<file path="src/rtl/msrv32_dmem_pkg.sv">
// Shared state encoding, access-size codes and store-lane helpers for the
// msrv32 data-memory controller.
package msrv32_dmem_pkg;

  // Controller FSM states.
  typedef enum logic [2:0] {
    IDLE = 3'd0,
    REQ  = 3'd1,
    RESP = 3'd2,
    DONE = 3'd3,
    ERR  = 3'd4
  } dmem_state_t;

  // Access size codes; 2'b11 is treated as a word as well.
  localparam logic [1:0] BYTE = 2'b00;
  localparam logic [1:0] HALF = 2'b01;
  localparam logic [1:0] WORD = 2'b10;

  // Cycles allowed in REQ+RESP before the access is abandoned.
  localparam int DEFAULT_TIMEOUT_CYCLES = 255;

  // A half must sit on an even address, a word on a multiple of four.
  function automatic logic is_misaligned(input logic [1:0] size, input logic [1:0] offset);
    logic mis;
    mis = 1'b0;
    case (size)
      HALF:        mis = offset[0];
      WORD, 2'b11: mis = |offset;
      default:     mis = 1'b0;
    endcase
    return mis;
  endfunction

  // Byte-lane enables for a store of the given size at the given byte offset.
  function automatic logic [3:0] store_mask(input logic [1:0] size, input logic [1:0] offset);
    logic [3:0] mask;
    mask = 4'b1111;
    case (size)
      BYTE:    mask = 4'b0001 << offset;
      HALF:    mask = 4'b0011 << {offset[1], 1'b0};
      default: mask = 4'b1111;
    endcase
    return mask;
  endfunction

  // Store data replicated across every lane so the mask alone selects the target bytes.
  function automatic logic [31:0] store_data(input logic [1:0] size, input logic [31:0] rs2);
    logic [31:0] data;
    data = rs2;
    case (size)
      BYTE:    data = {4{rs2[7:0]}};
      HALF:    data = {2{rs2[15:0]}};
      default: data = rs2;
    endcase
    return data;
  endfunction

endpackage

</file>
<file path="src/rtl/msrv32_load_align.sv">
// Combinational load aligner: moves the addressed byte/half/word of a bus
// word down to bit 0 and sign- or zero-extends it to 32 bits.
module msrv32_load_align
  import msrv32_dmem_pkg::*;
(
  input  logic [31:0] i_rdata,
  input  logic [1:0]  i_offset,
  input  logic [1:0]  i_size,
  input  logic        i_unsigned,
  output logic [31:0] o_data
);

  logic [31:0] w_shifted;

  assign w_shifted = i_rdata >> {i_offset, 3'b000};

  // Select the access width and extend according to the sign mode.
  always_comb begin
    o_data = w_shifted;
    case (i_size)
      BYTE:    o_data = i_unsigned ? {24'b0, w_shifted[7:0]}
                                   : {{24{w_shifted[7]}}, w_shifted[7:0]};
      HALF:    o_data = i_unsigned ? {16'b0, w_shifted[15:0]}
                                   : {{16{w_shifted[15]}}, w_shifted[15:0]};
      default: o_data = w_shifted;
    endcase
  end

endmodule

</file>
<file path="src/rtl/msrv32_dmem_ctrl.sv">
// Data-memory controller between the execute stage and a req/ready +
// rvalid data bus. One access in flight at a time; stores finish on
// acceptance, loads wait for read data. A watchdog abandons accesses that
// spend too long in REQ+RESP and reports a bus error.
module msrv32_dmem_ctrl
  import msrv32_dmem_pkg::*;
#(
  parameter int TIMEOUT_CYCLES = DEFAULT_TIMEOUT_CYCLES
) (
  input  logic        clk_in,
  input  logic        reset_in,
  input  logic        mem_rd_req_in,
  input  logic        mem_wr_req_in,
  input  logic [31:0] iadder_in,
  input  logic [31:0] rs2_in,
  input  logic [1:0]  load_size_in,
  input  logic        load_unsigned_in,
  input  logic [4:0]  rd_addr_in,
  output logic [31:0] dbus_addr_out,
  output logic [31:0] dbus_wdata_out,
  output logic [3:0]  dbus_wr_mask_out,
  output logic        dbus_req_out,
  output logic        dbus_we_out,
  input  logic        dbus_ready_in,
  input  logic        dbus_rvalid_in,
  input  logic [31:0] dbus_rdata_in,
  output logic [31:0] load_data_out,
  output logic        load_valid_out,
  output logic [4:0]  rd_addr_out,
  output logic        stall_out,
  output logic        misaligned_out,
  output logic        bus_error_out
);

  // The counter saturates at TIMEOUT_CYCLES-1, so it never needs to hold TIMEOUT_CYCLES.
  localparam int CNT_W = (TIMEOUT_CYCLES < 2) ? 1 : $clog2(TIMEOUT_CYCLES);
  localparam logic [CNT_W-1:0] CNT_LAST = CNT_W'(TIMEOUT_CYCLES - 1);

  // FSM state and the access captured at acceptance.
  dmem_state_t      r_state;
  logic [CNT_W-1:0] r_cnt;
  logic             r_is_store;
  logic [1:0]       r_offset;
  logic [1:0]       r_size;
  logic             r_unsigned;
  logic [4:0]       r_rd;

  // Registered outputs.
  logic [31:0]      r_dbus_addr;
  logic [31:0]      r_dbus_wdata;
  logic [3:0]       r_dbus_mask;
  logic             r_dbus_req;
  logic             r_dbus_we;
  logic [31:0]      r_load_data;
  logic             r_load_valid;
  logic [4:0]       r_rd_out;
  logic             r_misaligned;
  logic             r_bus_error;

  logic             w_req_any;
  logic             w_is_store;
  logic             w_misaligned;
  logic             w_accept;
  logic             w_cnt_last;
  logic [31:0]      w_aligned_data;

  // A simultaneous read and write request is handled as a store.
  assign w_req_any    = mem_rd_req_in | mem_wr_req_in;
  assign w_is_store   = mem_wr_req_in;
  assign w_misaligned = is_misaligned(load_size_in, iadder_in[1:0]);
  assign w_accept     = (r_state == IDLE) && w_req_any && !w_misaligned;
  assign w_cnt_last   = (r_cnt >= CNT_LAST);

  // Read data is aligned using the offset/size captured with the request.
  msrv32_load_align u_load_align (
    .i_rdata    (dbus_rdata_in),
    .i_offset   (r_offset),
    .i_size     (r_size),
    .i_unsigned (r_unsigned),
    .o_data     (w_aligned_data)
  );

  // Main controller FSM with registered bus and result outputs.
  always_ff @(posedge clk_in) begin
    if (reset_in) begin
      r_state      <= IDLE;
      r_cnt        <= '0;
      r_is_store   <= 1'b0;
      r_offset     <= '0;
      r_size       <= '0;
      r_unsigned   <= 1'b0;
      r_rd         <= '0;
      r_dbus_addr  <= '0;
      r_dbus_wdata <= '0;
      r_dbus_mask  <= '0;
      r_dbus_req   <= 1'b0;
      r_dbus_we    <= 1'b0;
      r_load_data  <= '0;
      r_load_valid <= 1'b0;
      r_rd_out     <= '0;
      r_misaligned <= 1'b0;
      r_bus_error  <= 1'b0;
    end else begin
      // Status outputs are single-cycle pulses unless re-asserted below.
      r_misaligned <= 1'b0;
      r_bus_error  <= 1'b0;
      r_load_valid <= 1'b0;

      case (r_state)
        IDLE: begin
          if (w_accept) begin
            r_state      <= REQ;
            r_cnt        <= '0;
            r_is_store   <= w_is_store;
            r_offset     <= iadder_in[1:0];
            r_size       <= load_size_in;
            r_unsigned   <= load_unsigned_in;
            r_rd         <= rd_addr_in;
            r_dbus_addr  <= {iadder_in[31:2], 2'b00};
            r_dbus_wdata <= store_data(load_size_in, rs2_in);
            r_dbus_mask  <= w_is_store ? store_mask(load_size_in, iadder_in[1:0]) : 4'b0000;
            r_dbus_we    <= w_is_store;
            r_dbus_req   <= 1'b1;
          end else if (w_req_any) begin
            // Misaligned: report and drop without touching the bus.
            r_misaligned <= 1'b1;
          end
        end

        REQ: begin
          if (!w_cnt_last) begin
            r_cnt <= r_cnt + 1'b1;
          end
          // Acceptance takes priority over an expiring timeout.
          if (dbus_ready_in) begin
            r_dbus_req <= 1'b0;
            r_state    <= r_is_store ? DONE : RESP;
          end else if (w_cnt_last) begin
            r_dbus_req  <= 1'b0;
            r_bus_error <= 1'b1;
            r_state     <= ERR;
          end
        end

        RESP: begin
          if (!w_cnt_last) begin
            r_cnt <= r_cnt + 1'b1;
          end
          // Read data arriving on the final cycle still completes the load.
          if (dbus_rvalid_in) begin
            r_load_data  <= w_aligned_data;
            r_rd_out     <= r_rd;
            r_load_valid <= 1'b1;
            r_state      <= DONE;
          end else if (w_cnt_last) begin
            r_bus_error <= 1'b1;
            r_state     <= ERR;
          end
        end

        DONE: r_state <= IDLE;
        ERR:  r_state <= IDLE;
        default: r_state <= IDLE;
      endcase
    end
  end

  // Hold upstream while an access is outstanding or about to be accepted.
  assign stall_out = !reset_in &&
                     ((r_state == REQ) || (r_state == RESP) || w_accept);

  assign dbus_addr_out    = r_dbus_addr;
  assign dbus_wdata_out   = r_dbus_wdata;
  assign dbus_wr_mask_out = r_dbus_mask;
  assign dbus_req_out     = r_dbus_req;
  assign dbus_we_out      = r_dbus_we;
  assign load_data_out    = r_load_data;
  assign load_valid_out   = r_load_valid;
  assign rd_addr_out      = r_rd_out;
  assign misaligned_out   = r_misaligned;
  assign bus_error_out    = r_bus_error;

endmodule
</file>
<file path="config.mk">
export PLATFORM = sky130hd
export DESIGN_NAME = msrv32_dmem_ctrl
export DESIGN_NICKNAME = d
export VERILOG_FILES = /design/src/rtl/msrv32_dmem_pkg.sv /design/src/rtl/msrv32_load_align.sv /design/src/rtl/msrv32_dmem_ctrl.sv
export SDC_FILE = /design/constraint.sdc
export NUM_CORES = 1
export LEC_CHECK = 0
export CORE_ASPECT_RATIO = 0.5
export CORE_UTILIZATION = 40
export CTS_BUF_LIST = sky130_fd_sc_hd__clkbuf_16
export DETAILED_ROUTE_END_ITERATION = 8
export GPL_TIMING_DRIVEN = 0
export PLACE_DENSITY = 0.86
export SYNTH_ARGS = -nofsm -noshare
export SYNTH_HDL_FRONTEND = slang
export SYNTH_SLANG_ARGS = --single-unit
</file>
<file path="constraint.sdc">
create_clock -name clk_in -period 1.6 [get_ports clk_in]
set_input_delay 0.32 -clock clk_in [delete_from_list [all_inputs] [get_ports clk_in]]
set_output_delay 0.32 -clock clk_in [all_outputs]
set_load 0.03 [all_outputs]
</file>
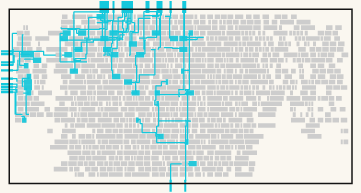
*Wires at chosen ports, followed through buffers, run 1*
(2 px per micron)
Key: cyan = iadder_in [bits 32, direction input, edge 20 top, 10 left, 2 bottom, end cells 39, wire 1,140 microns]
I/O pin cnt: 221
count of input and output buffers: 217

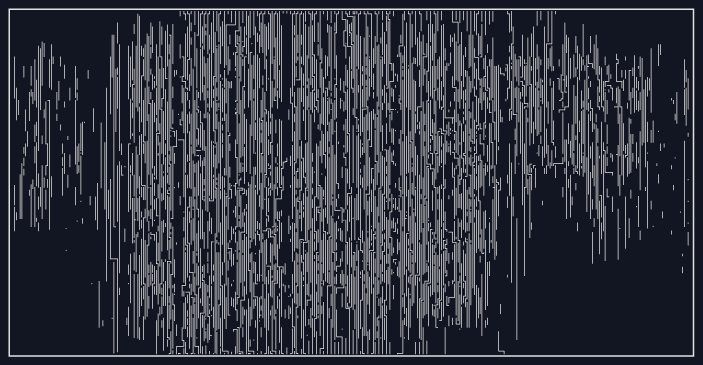
*Met2 routing, run 1*
(4 px per micron)
The layer holds 44% of the routed length. 1,016 nets have wire on it. The wires run mostly vertical. The longest straight run is 57.0 microns. The layer carries 12,700 microns of wire.
detailed-route via count: 7,407
met2 usage: 0.562
drt total wl: 29,200 microns

==> run notes, run 1 <==
Notes on the physical design

The busiest layer in global routing is met2. The via count of the first global-routing pass is 7,075. The detailed-routing iteration count for the pre-antenna-repair pass is 6. Of all nets on the critical path, the largest fanout is 4. The top logic cell family in the synthesized netlist is AND-OR/OR-AND gates. For this run, the number of Yosys warnings is 0. Post-route period utilization is reported as 1.19.

The TritonCTS sink count is 129. Measured on the final layout, buffering overhead outside the clock network stands at 0.295. Once placement completed, the tool counted placed cells totaling 1,111. The detailed-route DRC error count is 0. The clock tree buffer depth is 2. The finished design was reported to have a net count of around 1,100. The main area contributors are sky130_fd_sc_hd__dfxtp_1 45%, sky130_fd_sc_hd__nand2_1 11%, sky130_fd_sc_hd__a21oi_1 10%.

In this run, synthesis inferred 0 flip-flops with an integrated enable. The final count of hold timing violations is 0. The share of total power in combinational logic is 0.292. Per STA, the worst path is made up of xnor2_4 -> or2_4 -> a21oi_4 -> buf_6. In this build the clock could be raised as far as 526 MHz. The die area is ~0.015 sq mm.

Once routing completed, OpenROAD measured the worst setup slack at -0.300 ns. After clock tree synthesis, the flow added hold-fix buffers numbering 0. The worst setup path endpoint is stall_out. Entering global routing, the biggest net connects 17 pins. The initial antenna violation count is 1.

After filler insertion, the fill cell instance count of the layout stands at roughly 770. The layout-stage area growth over the synthesis result is 78.0%. The register bit count reported by yosys is 129. The multiplexer fraction of the synthesized cell area is 0.0864. The initial utilization of the core area, before any placement, comes to 0.415. The endpoint of the worst hold path is reported as load_data_out[31].

The part of the Yosys area used for sequential elements is 0.454. The number of pins exceeding their max-slew limit in the final report is 0. After synthesis, the most frequently instantiated cells are 174 x sky130_fd_sc_hd__nand2_1, 129 x sky130_fd_sc_hd__dfxtp_1, 119 x sky130_fd_sc_hd__a21oi_1, 42 x sky130_fd_sc_hd__o21ai_0, 39 x sky130_fd_sc_hd__mux2i_1. The total number of warnings across the stage logs is 29. Setup repair after global routing could not meet its margin everywhere.

The share of total power dissipated in the clock network is 0.373. The worst-case reg-to-reg setup slack stands at -0.29 ns. CTS placed an instance of sky130_fd_sc_hd__clkbuf_16 at the clock tree root. The cell type group with the largest total delay on the critical path is flip-flops.

Post-CTS timing repair inserted 25 buffers for setup. Per the OpenROAD floorplan log, the width of the die is 171 microns. The slew at the pin closest to its max-slew limit is around 0.9 ns. The run finished, with violations left. The adder and majority gate portion of the synthesized area is 0.00440. In this run the worst hold path is classified as in -> reg.

The capturing point of the worst reg2reg path is dbus_wdata_out[0]. The non-clock inverter count in the final layout is 4. Switching power as a fraction of the total was reported as 0.334.

The average footprint of a synthesized cell is 8.12 sq um. The total area of multi-input combinational cells is between 0.003 and 0.004 sq mm. Counting only logic cells after layout, the most numerous master is sky130_fd_sc_hd__dfxtp_1. The total cells reported by yosys after synthesis is between 700 and 800. Of the total power, registers draw 0.335. The most common logic cells in the final layout are 122 x sky130_fd_sc_hd__dfxtp_1, 118 x sky130_fd_sc_hd__nand2_1, 112 x sky130_fd_sc_hd__dlygate4sd2_1, 103 x sky130_fd_sc_hd__clkdlybuf4s50_1, 69 x sky130_fd_sc_hd__a21oi_2. Looking at hold timing, the worst path starts from dbus_rdata_in[31].

The total routing resource utilization after global routing is 0.346. The final reports fail on negative setup slack. The tightest hold path in the finished design has a slack of 0.359 ns. The final antenna diode tally reported by the flow is 1. The clock buffer count in the final layout is 17. In this run, the synthesized area fraction spent on xor and xnor cells is recorded as 0.00154.

Per the OpenROAD power report, leakage power amounts to ~4.4 nW. The type of the worst setup path is reg -> out. The origin of the critical flop-to-flop path is r_state[1]. The number of logic gates is 511. The arrival time of data at the critical path endpoint is 1.58 ns. The critical path's slowest cell is sky130_fd_sc_hd__dfxtp_4. The die is 86.3 microns tall. The number of max-capacitance violations reported is 0.

The global-route wire length before repair is a little under 40,000 microns. For the worst setup path, the data required time is 1.28 ns. The final worst clock skew is 0.00886 ns. The area of the mapped netlist is ~0.0057 sq mm.

The post-detailed-route via-to-cell ratio is 6.27. The number of well taps is 192. TritonCTS built the clock tree. The HPWL after detailed placement is 14,200 microns. At the later pin of the worst-skew pair, clock insertion delay measures 0.43 ns. TritonRoute output was used to compute an average wire per cell of about 25 microns.

The synthesized-area fraction occupied by ao, oa, aoi and oai cells is 0.222. Measured on the final layout, the clock distribution area share stands at 0.0568. The cell class ranked first by area is multi-input combinational cells. The share of synthesized cell area in and, or, nand and nor gates is 0.178. The number of H-tree levels is 4. The shortest clock period the worst path allows after layout is 1.90 ns. met1 track demand over resource after global routing is 0.397. The power spent charging and discharging nets is ~3.6 mW. The timing report notes that buffer and inverter cells on the critical path total 1. RePlAce ended its routability-driven mode at a weighted congestion of 0.916. The max-slew headroom at the worst pin is 0.385. The source of the critical timing path is r_state[1]. The sequential share of cell area is 0.257.

The number of ordinary and repair buffers in the finished layout is 312. After floorplanning, the core was divided into 30 placement rows. Post-CTS repair ended up resizing around 270 cells. The highest ir drop seen on vdd is between 600 and 700 uV. For met3 alone, demand over resource in global routing was 0.104. STA classifies the critical path endpoint as a primary output. In the post-synthesis netlist, the cell with the most instances is sky130_fd_sc_hd__nand2_1. The instance count along the most critical hold path is 3. The chip area estimate from yosys synthesis is 0.00569 sq mm. For this run, the slowest stage of the critical path takes around 0.38 ns. On the worst setup and hold paths after CTS, the clock-pin slew comes to about 0.06 ns. STA classifies the critical path startpoint as a register. After technology mapping, the gate count stands at between 700 and 800. The remaining global-route overflow is 0. The violation tally from detailed-route iteration zero is a little under 1,000. The number of sequential cells reported for the layout is 129. The number of cells on the worst reg-to-reg path is 10. The area fraction of the dominant cell type after synthesis is 0.454. Of the cells placed in the final design, the portion with a size suffix greater than 1 is 0.303. TritonCTS created 17 clock buffers.

The cell-internal power is 7.16 mW. In the final timing run, aggregate negative setup slack is -14.80 ns. The share of synthesized registers carrying an async set or reset is 0. The total setup violations reported at the end of the flow is 101.

The fraction of area in multi-input gates is 0.366. The number of library cell types mapped by synthesis is 45. The commonest register cell is sky130_fd_sc_hd__dfxtp_1.

In this run the number of cells on the critical path is 4. The report lists the power per cell area as around 1100 mW/mm^2. Per the post-route antenna check, the number of violating nets is 0.

The most area-hungry cell type in the Yosys netlist is sky130_fd_sc_hd__dfxtp_1.
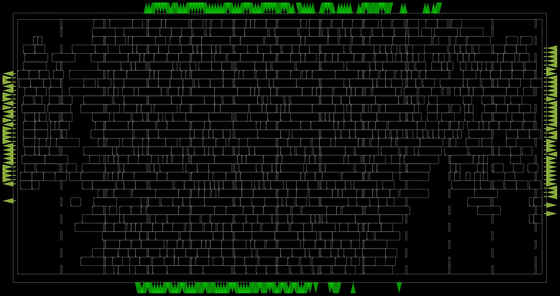
*Placed standard cells, run 1*
Core ar.: 0.0137 sq mm
non-filler instance count after layout: 1,181

## run 1: metrics by stage
step | instance area, sq um | power (mW) | setup WS [ns] | utilization
after floorplan | 5690 | 4.78 | 0.00869 | -
after global placement | 8110 | 5.66 | -1.11 | 0.592
after detailed placement | 8110 | 5.71 | -1.14 | 0.592
after CTS | 9540 | 10.0 | -0.223 | 0.697
after global routing | 10100 | 10.9 | -0.409 | 0.739
final | 10100 | 10.8 | -0.300 | 0.739
## run 1: registers in the layout, summed over array words and instances (netlist names)
name / cells
r_rd: 5
load_data_out: 32
r_offset: 2
r_state: 3
dbus_wr_mask_out: 4
r_cnt: 8
r_unsigned: 1
rd_addr_out: 5
load_valid_out: 1
r_size: 2
dbus_req_out: 1
dbus_wdata_out: 32
dbus_addr_out: 30
misaligned_out: 1
bus_error_out: 1
dbus_we_out: 1
## run 1: metal layers
layer | wire length (microns) | part of all wire | up-vias
met2 | 12700 | 0.44 | 762
li1 | - | - | 2973
met1 | 10400 | 0.36 | 3428
met3 | 3590 | 0.12 | 244
met5 | 0 | 0 | -
met4 | 2510 | 0.086 | 0
## run 1: power by group through the flow
| stage | clock network (mW) | registers [mW] | logic (mW) |
|---|---|---|---|
| 2_1_floorplan | 0 | 3.94 | 0.837 |
| 3_3_place_gp | 0 | 3.60 | 2.06 |
| 3_5_place_dp | 0 | 3.61 | 2.10 |
| 4_1_cts | 3.86 | 3.55 | 2.64 |
| 5_1_grt | 4.11 | 3.62 | 3.23 |
| 6_report | 4.01 | 3.61 | 3.14 |
## run 1: cell families after synthesis
group,count (synthesis)
AND-OR/OR-AND,217
XOR/XNOR,1
adder cells (fa/ha/maj),2
buffers and inverters,62
flip-flops,129
multiplexers,47
other,1
AND/OR/NAND/NOR,242
## Run 2: what changed since run 1
--- a/config.mk
+++ b/config.mk
@@ -8,6 +8,7 @@
 export CORE_ASPECT_RATIO = 0.5
 export CORE_UTILIZATION = 40
 export CTS_BUF_LIST = sky130_fd_sc_hd__clkbuf_16
+export CTS_CLUSTER_SIZE = 14
 export DETAILED_ROUTE_END_ITERATION = 8
 export GPL_TIMING_DRIVEN = 0
 export PLACE_DENSITY = 0.86
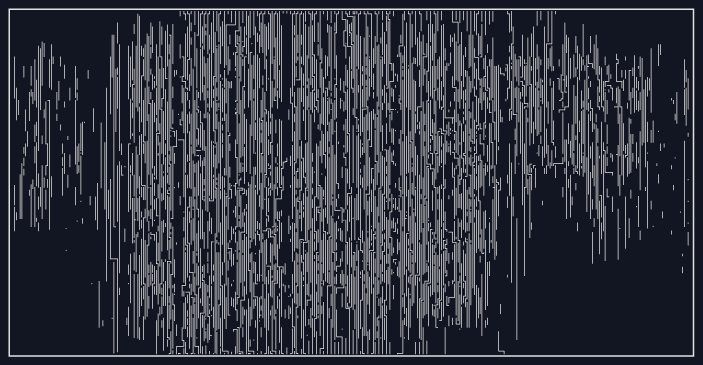
*Met2 routing, run 2*
(4 px per micron)
The wires run mostly vertical. The layer holds 44% of the routed length. The layer carries 12,700 microns of wire. 1,016 nets have wire on it. The longest straight run is 57.0 microns.

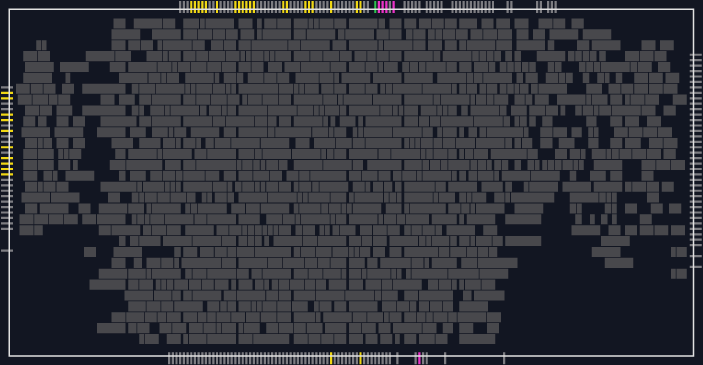
*Pin map, run 2*
(4 px per micron) Pins as bars across the die edge, other pins in gray.
Key: yellow = iadder_in [pins 32, direction input, edge 20 top, 10 left, 2 bottom]; magenta = rd_addr_out [pins 5, direction output, edge 4 top, 1 bottom]; green = load_unsigned_in [pins 1, direction input, edge top]
die boundary height: 86.3 microns
horizontal extent of the die: 171 microns

==> run 2 against run 1 <==
The flow still finishes with violations (negative setup slack). Sequential cell count unchanged. Setup slack unchanged. Sequential power about the same. Total power unchanged. Cell count unchanged. Register-to-register slack about the same. Design area unchanged. Wire length unchanged. Area after synthesis unchanged. Clock-buffer cell count unchanged. Combinational power about the same. Critical path type unchanged. Largest cell class unchanged. Highest routed layer unchanged.
==> run notes, run 2 <==
Notes on the physical design

The flow ran to the end, but the final reports show violations. The final reports fail on negative setup slack. The total leakage power is 4.39 nW. The number of pins exceeding their max-slew limit in the final report is 0. The multiplexer fraction of the synthesized cell area is 0.0864. In the placement report, post-DP HPWL is listed as 14,200 microns. Between the synthesized netlist and the finished layout, the area growth was recorded as 78.0%. TritonCTS built the clock tree. The number of buffers added to fix hold violations after cts is 0. VDD sags by at most 668 uV. The required arrival time at the worst endpoint is 1.28 ns. The die area is 0.0147 sq mm. The arrival time of data at the critical path endpoint is ~1.6 ns. By count the netlist is led by 174 x sky130_fd_sc_hd__nand2_1, 129 x sky130_fd_sc_hd__dfxtp_1, 119 x sky130_fd_sc_hd__a21oi_1, 42 x sky130_fd_sc_hd__o21ai_0, 39 x sky130_fd_sc_hd__mux2i_1. After synthesis, the largest family of logic cells by area is AND-OR/OR-AND gates. The worst setup path is captured at a primary output. The first detailed-routing pass ran for 6 iterations.

The cell area that synthesis handed to floorplanning was 0.00569 sq mm. The total number of warnings across the stage logs is 29. The number of enable-type register cells in the synthesized netlist is 0. The number of buffers added by the clock tree synthesis step is 17.

STA classifies the critical path startpoint as a register. Per the finish-stage timing summary, setup violations number 101. The largest net degree at the start of global routing is 17. On the final layout, the worst hold slack is 0.359 ns. For reference, the final report shows the hold violation count at 0. Measured in cells, the most critical reg-to-reg path has a length of 10. The number of cells in the finished layout apart from fillers is 1,181.

The wire length per cell is 24.7 microns. Per the detailed-route log, wirelength across all metal layers totals 29,200 microns. Setup total negative slack on the finished layout was measured at -14.80 ns. The violation tally from detailed-route iteration zero is between 900 and 1,000. The register clock-pin slew on the reported worst setup and hold paths is ~0.06 ns. After filler insertion, the fill cell instance count of the layout stands at 768. The number of nets in the layout is about 1,100. The first global-routing pass estimated approximately 39,000 microns of wire. The placement row count is 30. The area fraction of the dominant cell type after synthesis is 0.454. The total cells reported by yosys after synthesis is 701. Across all setup checks in the final design, the least slack found is -0.300 ns. The total routing resource utilization after global routing is 0.346. The proportion of power drawn by the clock network is 0.373. Note that the worst hold path type here is in -> reg.

The synthesis report lists the Yosys warning total as 0. The congestion estimate from routability-driven global placement came to just over 0.9. The clock root buffer is sky130_fd_sc_hd__clkbuf_16.

The detailed placer reported the number of placed instances as 1,111. The max-slew headroom at the worst pin is 0.385. The cell-mix breakdown from Yosys lists the compound-gate area share as 0.222. The shortest clock period the worst path allows after layout is 1.90 ns. The remaining global-route overflow is 0. The post-route core utilization is 0.739. The register bit count reported by yosys is 129. The clock latency reported for the late side of the worst-skew pair is 0.43 ns. Setup repair after global routing could not meet its margin everywhere. The number of max-capacitance violations reported is 0.

Per Yosys stat, the portion of area used by sequential elements is 0.454. After detailed routing, the number of remaining DRC violations is 0. The switching portion of total power is 0.334.

The post-layout period usage of the worst path is 1.19. The number of top-level pins is about 220. The floorplan-stage core utilization is 0.415. The number of library cell types mapped by synthesis is about 45. Yosys reports a chip area of 0.00569 sq mm. The final worst clock skew is 0.00886 ns. The type of the worst setup path is reg -> out. The initial antenna violation count came to 1. The region available for standard cell placement spans ~0.014 sq mm.

Per the synthesis report, the XOR/XNOR share of the synthesized area is 0.00154. The switching component of the power was reported as between 3 and 4 mW. The synthesized design spends more area on one cell type than any other, namely sky130_fd_sc_hd__dfxtp_1. After layout, the design draws a total of approximately 11 mW. The instance area after placement is just over 0.008 sq mm. The instance count along the most critical hold path is 3. The slew at the pin closest to its max-slew limit is 0.923 ns. The total number of vias is 7,407. The most common cell in the synthesized netlist is sky130_fd_sc_hd__nand2_1. Derived from the worst setup path, the maximum achievable clock frequency is 526 MHz. The share of synthesized cell area in and, or, nand and nor gates is 0.178. The TritonCTS sink count is approximately 130. The count of antenna-violating nets left after detailed routing is 0. Input and output buffers added on the ports amount to 217. The largest driver fanout on the critical path is 4.

The share of total power dissipated in combinational logic is 0.292. In the post-synthesis netlist, the biggest area contributors are sky130_fd_sc_hd__dfxtp_1 45%, sky130_fd_sc_hd__nand2_1 11%, sky130_fd_sc_hd__a21oi_1 10%. Of all flip-flops after synthesis, the portion carrying an async set or reset was 0. The most critical setup path has its startpoint at r_state[1]. The fraction of final layout cells with drive strength greater than 1 is 0.303. The library cell used most frequently in the layout, excluding fill and tap cells, is sky130_fd_sc_hd__dfxtp_1.

The launch point of the worst hold path is dbus_rdata_in[31]. Per the post-synthesis report, the number of cells in the design is 701. The via count of the first global-routing pass was approximately 7,000. The cell-mix breakdown from Yosys lists the adder-cell area share as 0.00440.

CTS built an H-tree with a depth of 4. The worst slack at placement is -1.14 ns. The clock tree buffer depth is 2.

In the routed layout, each cell is associated on average with a via count of roughly 6.3.
-- run 2: worst paths after layout --
| check | end | slack, ns |
|---|---|---|
| min reg2reg | load_data_out[1] | 0.45 |
| max | stall_out | -0.30 |
| min | load_data_out[31] | 0.36 |
| max reg2reg | dbus_wdata_out[0] | -0.29 |
-- run 2: metal layers --
| layer | vias to the layer above | global-route usage | routed length (microns) |
|---|---|---|---|
| met4 | 0 | 0.244 | 2510 |
| met2 | 762 | 0.562 | 12700 |
| met3 | 244 | 0.104 | 3590 |
| li1 | 2973 | - | - |
| met1 | 3428 | 0.397 | 10400 |
| met5 | - | 0 | 0 |
-- run 2: area by class of cell --
cell class,instances,area (sq um),share of cell area
inverters,4,17.5,0.00173
plain buffers,53,393,0.0388
well taps,192,240,0.0237
clock buffers,17,425,0.0420
diodes,1,2.50,0.000247
multi-input cells,511,3700,0.366
repair buffers,259,2600,0.256
flip-flops and latches,129,2600,0.257
clock inverters,15,150,0.0148
-- run 2: worst max-delay path, cell delays in order, from the launching register on --
cell	delay (ns)
sky130_fd_sc_hd__dfxtp_4	0.38
sky130_fd_sc_hd__xnor2_4	0.16
sky130_fd_sc_hd__or2_4	0.26
sky130_fd_sc_hd__a21oi_4	0.19
sky130_fd_sc_hd__buf_6	0.16
-- run 2: timing repair --
item | 4_1_cts | 5_1_grt
resized | 269 | 202
setup endpoints to repair | 232 | 123
pin swaps | 50 | 90
buffers inserted | 25 | 14
endpoints found under the hold margin | 0 | 0
cloned | 11 | 1
-- run 2: power groups by stage --
stage / Clock [mW] / Sequential (mW) / Combinational, mW
after CTS: 3.86 / 3.55 / 2.64
after detailed placement: 0 / 3.61 / 2.10
after global placement: 0 / 3.60 / 2.06
after floorplan: 0 / 3.94 / 0.837
final: 4.01 / 3.61 / 3.14
after global routing: 4.11 / 3.62 / 3.23
Power figures rest on the tool's default switching activity, not on a simulated workload.
